### src/rtl/barrel_pool_if.sv
// Spawn/clear handshake and packed per-slot status between the barrel pool
// and whatever game logic drives it.
interface barrel_pool_if #(
    parameter int N_BARRELS = 4
);
    logic                     spawn;
    logic                     clear_all;
    logic                     spawn_ready;
    logic [N_BARRELS-1:0]     active;
    logic [N_BARRELS-1:0]     done;
    logic [11*N_BARRELS-1:0]  xpos;
    logic [11*N_BARRELS-1:0]  ypos;

    modport master (output spawn, clear_all,
                    input  spawn_ready, active, done, xpos, ypos);
    modport slave  (input  spawn, clear_all,
                    output spawn_ready, active, done, xpos, ypos);
endinterface

### src/rtl/barrel_pool.sv
// Pool of independent barrels: each slot rolls along a platform, falls with
// accelerating steps to the next level, and retires after the last level.
module barrel_slot #(
    parameter int SPAWN_X     = 128,
    parameter int X_MIN       = 64,
    parameter int X_MAX       = 960,
    parameter int Y_TOP       = 175,
    parameter int LEVEL_PITCH = 128,
    parameter int N_LEVELS    = 4,
    parameter int MOVE_DIV    = 4095,
    parameter int FALL_DIV    = 8191
) (
    input  logic        clk,
    input  logic        rst,
    input  logic        clear,
    input  logic        start,
    output logic        busy,
    output logic        idle,
    output logic        done,
    output logic [10:0] x_o,
    output logic [10:0] y_o
);
    typedef enum logic [1:0] {IDLE, ROLL, FALL} state_t;

    state_t      state, state_n;
    logic [20:0] cnt, cnt_n;
    logic [3:0]  vel, vel_n;
    logic [2:0]  lvl, lvl_n;
    logic [11:0] x, x_n, y, y_n;
    logic        done_q, done_n;
    logic [11:0] land, y_step;
    logic        at_edge;

    assign land    = 12'(Y_TOP) + ({9'd0, lvl} + 12'd1) * 12'(LEVEL_PITCH);
    assign y_step  = y + {8'd0, vel};
    // Even levels roll right toward X_MAX, odd levels left toward X_MIN.
    assign at_edge = lvl[0] ? (x == 12'(X_MIN)) : (x == 12'(X_MAX));

    always_ff @(posedge clk) begin
        if (rst) begin
            state  <= IDLE;
            cnt    <= '0;
            vel    <= '0;
            lvl    <= '0;
            x      <= 12'(SPAWN_X);
            y      <= 12'(Y_TOP);
            done_q <= 1'b0;
        end else begin
            state  <= state_n;
            cnt    <= cnt_n;
            vel    <= vel_n;
            lvl    <= lvl_n;
            x      <= x_n;
            y      <= y_n;
            done_q <= done_n;
        end
    end

    always_comb begin
        state_n = state;
        cnt_n   = cnt;
        vel_n   = vel;
        lvl_n   = lvl;
        x_n     = x;
        y_n     = y;
        done_n  = 1'b0;
        if (clear) begin
            state_n = IDLE;
            cnt_n   = '0;
            vel_n   = '0;
            lvl_n   = '0;
        end else begin
            case (state)
                IDLE: if (start) begin
                    state_n = ROLL;
                    cnt_n   = '0;
                    vel_n   = '0;
                    lvl_n   = '0;
                    x_n     = 12'(SPAWN_X);
                    y_n     = 12'(Y_TOP);
                end
                ROLL: if (at_edge) begin
                    state_n = FALL;
                    cnt_n   = '0;
                    vel_n   = '0;
                end else if (cnt == 21'(MOVE_DIV)) begin
                    cnt_n = '0;
                    x_n   = lvl[0] ? x - 12'd1 : x + 12'd1;
                end else begin
                    cnt_n = cnt + 21'd1;
                end
                FALL: if (cnt == 21'(FALL_DIV)) begin
                    cnt_n = '0;
                    vel_n = (vel == 4'd15) ? vel : vel + 4'd1;
                    if (y_step >= land) begin
                        y_n = land;
                        if (lvl == 3'(N_LEVELS - 1)) begin
                            state_n = IDLE;
                            lvl_n   = '0;
                            vel_n   = '0;
                            done_n  = 1'b1;
                        end else begin
                            state_n = ROLL;
                            lvl_n   = lvl + 3'd1;
                            vel_n   = '0;
                        end
                    end else begin
                        y_n = y_step;
                    end
                end else begin
                    cnt_n = cnt + 21'd1;
                end
                default: state_n = IDLE;
            endcase
        end
    end

    assign idle = (state == IDLE);
    assign busy = ~idle;
    assign done = done_q;
    assign x_o  = idle ? 11'(SPAWN_X) : x[10:0];
    assign y_o  = idle ? 11'(Y_TOP)   : y[10:0];
endmodule

module barrel_pool #(
    parameter int N_BARRELS   = 4,
    parameter int SPAWN_X     = 128,
    parameter int X_MIN       = 64,
    parameter int X_MAX       = 960,
    parameter int Y_TOP       = 175,
    parameter int LEVEL_PITCH = 128,
    parameter int N_LEVELS    = 4,
    parameter int MOVE_DIV    = 4095,
    parameter int FALL_DIV    = 8191
) (
    input  logic         clk,
    input  logic         rst,
    barrel_pool_if.slave bus
);
    logic [N_BARRELS-1:0] idle_vec, grant, start;

    // Isolate the lowest set bit: the lowest-index IDLE slot wins the spawn.
    assign grant           = idle_vec & (~idle_vec + N_BARRELS'(1));
    assign start           = (bus.spawn && !bus.clear_all) ? grant : '0;
    assign bus.spawn_ready = |idle_vec;

    for (genvar i = 0; i < N_BARRELS; i++) begin : g_slot
        barrel_slot #(
            .SPAWN_X(SPAWN_X), .X_MIN(X_MIN), .X_MAX(X_MAX), .Y_TOP(Y_TOP),
            .LEVEL_PITCH(LEVEL_PITCH), .N_LEVELS(N_LEVELS),
            .MOVE_DIV(MOVE_DIV), .FALL_DIV(FALL_DIV)
        ) u_slot (
            .clk   (clk),
            .rst   (rst),
            .clear (bus.clear_all),
            .start (start[i]),
            .busy  (bus.active[i]),
            .idle  (idle_vec[i]),
            .done  (bus.done[i]),
            .x_o   (bus.xpos[11*i +: 11]),
            .y_o   (bus.ypos[11*i +: 11])
        );
    end
endmodule

### src/flat_wrapper.sv
// flat-port wrapper written by rule: the top's interface ports become plain ports
module barrel_pool_flat 
#(
    parameter int N_BARRELS   = 4,
    parameter int SPAWN_X     = 128,
    parameter int X_MIN       = 64,
    parameter int X_MAX       = 960,
    parameter int Y_TOP       = 175,
    parameter int LEVEL_PITCH = 128,
    parameter int N_LEVELS    = 4,
    parameter int MOVE_DIV    = 4095,
    parameter int FALL_DIV    = 8191
)
  (clk, rst, bus_spawn, bus_clear_all, bus_spawn_ready, bus_active, bus_done, bus_xpos, bus_ypos);
  barrel_pool_if #(.N_BARRELS(N_BARRELS)) bus_i ();
  input  logic clk;
  input  logic rst;
  input wire logic [$bits(bus_i.spawn)-1:0] bus_spawn;
  input wire logic [$bits(bus_i.clear_all)-1:0] bus_clear_all;
  output wire logic [$bits(bus_i.spawn_ready)-1:0] bus_spawn_ready;
  output wire logic [$bits(bus_i.active)-1:0] bus_active;
  output wire logic [$bits(bus_i.done)-1:0] bus_done;
  output wire logic [$bits(bus_i.xpos)-1:0] bus_xpos;
  output wire logic [$bits(bus_i.ypos)-1:0] bus_ypos;
  assign bus_i.spawn = bus_spawn;
  assign bus_i.clear_all = bus_clear_all;
  assign bus_spawn_ready = bus_i.spawn_ready;
  assign bus_active = bus_i.active;
  assign bus_done = bus_i.done;
  assign bus_xpos = bus_i.xpos;
  assign bus_ypos = bus_i.ypos;
  barrel_pool #(.N_BARRELS(N_BARRELS), .SPAWN_X(SPAWN_X), .X_MIN(X_MIN), .X_MAX(X_MAX), .Y_TOP(Y_TOP), .LEVEL_PITCH(LEVEL_PITCH), .N_LEVELS(N_LEVELS), .MOVE_DIV(MOVE_DIV), .FALL_DIV(FALL_DIV)) u_core (.clk(clk), .rst(rst), .bus(bus_i));
endmodule
### config.mk
export PLATFORM = sky130hd
export DESIGN_NAME = barrel_pool_flat
export DESIGN_NICKNAME = d
export VERILOG_FILES = /design/src/rtl/barrel_pool_if.sv /design/src/rtl/barrel_pool.sv /design/src/flat_wrapper.sv
export SDC_FILE = /design/constraint.sdc
export NUM_CORES = 1
export LEC_CHECK = 0
export CAP_MARGIN = 5
export CORE_MARGIN = 2
export CORE_UTILIZATION = 30
export CTS_CLUSTER_DIAMETER = 80
export DETAILED_ROUTE_END_ITERATION = 10
export GPL_ROUTABILITY_DRIVEN = 0
export PLACE_DENSITY = 0.55
export SKIP_LAST_GASP = 1
export SYNTH_ARGS = -nofsm -noshare
export SYNTH_HDL_FRONTEND = slang
export SYNTH_SLANG_ARGS = --single-unit
### constraint.sdc
create_clock -name clk -period 3.6 [get_ports clk]
set_clock_uncertainty 0.05 [all_clocks]
set_input_delay 0.54 -clock clk [delete_from_list [all_inputs] [get_ports clk]]
set_output_delay 0.54 -clock clk [all_outputs]
set_load 0.03 [all_outputs]
==> images/m1.png <==
Scale: 1.5 px per um. Supply wires on this layer in grey.
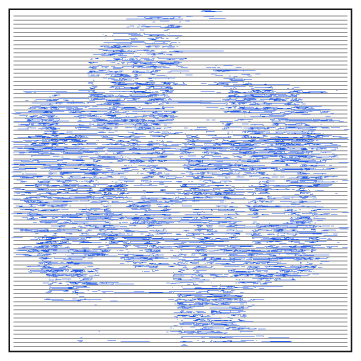
main direction = horizontal
share of all routed wire = 49%
longest straight run = 79.6 um
nets with wire on the layer = 2066
grt met1 use: 22.6%
total routed wirelength: 42.9 mm

==> images/m2.png <==
Scale: 1 px per um.
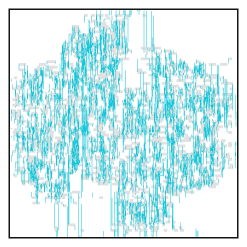
longest straight run = 86.7 um
share of all routed wire = 45%
wire length on this layer = 19300 um
nets with wire on the layer = 1843
met2 GRT Util: 26.7%
DR vias: 14156

==> images/m3.png <==
Scale: 1.5 px per um.
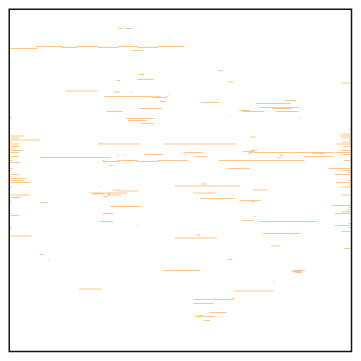
wire length on this layer = 1610 um
longest straight run = 56.8 um
routing usage on met3: 2.32%

==> images/m4.png <==
Scale: 1.5 px per um. Supply wires on this layer in grey.
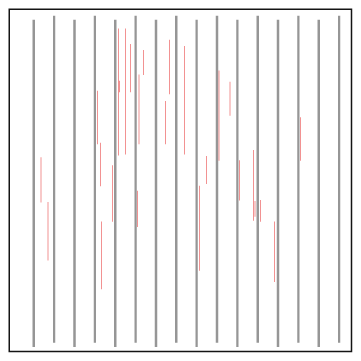
wire length on this layer = 969 um
share of all routed wire = 2.3%
nets with wire on the layer = 13
main direction = vertical

==> run summary <==
Final non-clock buffer share - 11.2%
status - finished with violations
Power Sequential - 2.44 mW
clk tree area frac - 5.35%
synth top area cells - dfxtp_1 (29%), ha_1 (10%), nor2_1 (5.4%), nand2_1 (4.7%), a21oi_1 (4.4%)
Worst EP arrival - 4.12 ns
min Tclk post-route - 3.66 ns
Post-synth EDFFs - 0
Synthesized Nets - 2014
Final WS setup - -0.0570 ns
number of routed nets with antenna violations - 0
H-tree levels - 1
Tcrit/Tclk final - 102%
metal3 WL - 1.61 mm
clock root cell - clkbuf_16
quantity of I/O buffers inserted on ports - 100
max incr delay on CP - 0.56 ns
most used logic cell in the final layout - nor2_1
failing checks - negative setup slack
FMAX - 0.273 GHz
top power group - the clock network
Simple-Gate Area Share - 29.0%
cell type with the largest total area - dfxtp_1
Post-synth mux share - 1.11%
final setup fails - 1
Power and IR drop assume default switching activity.
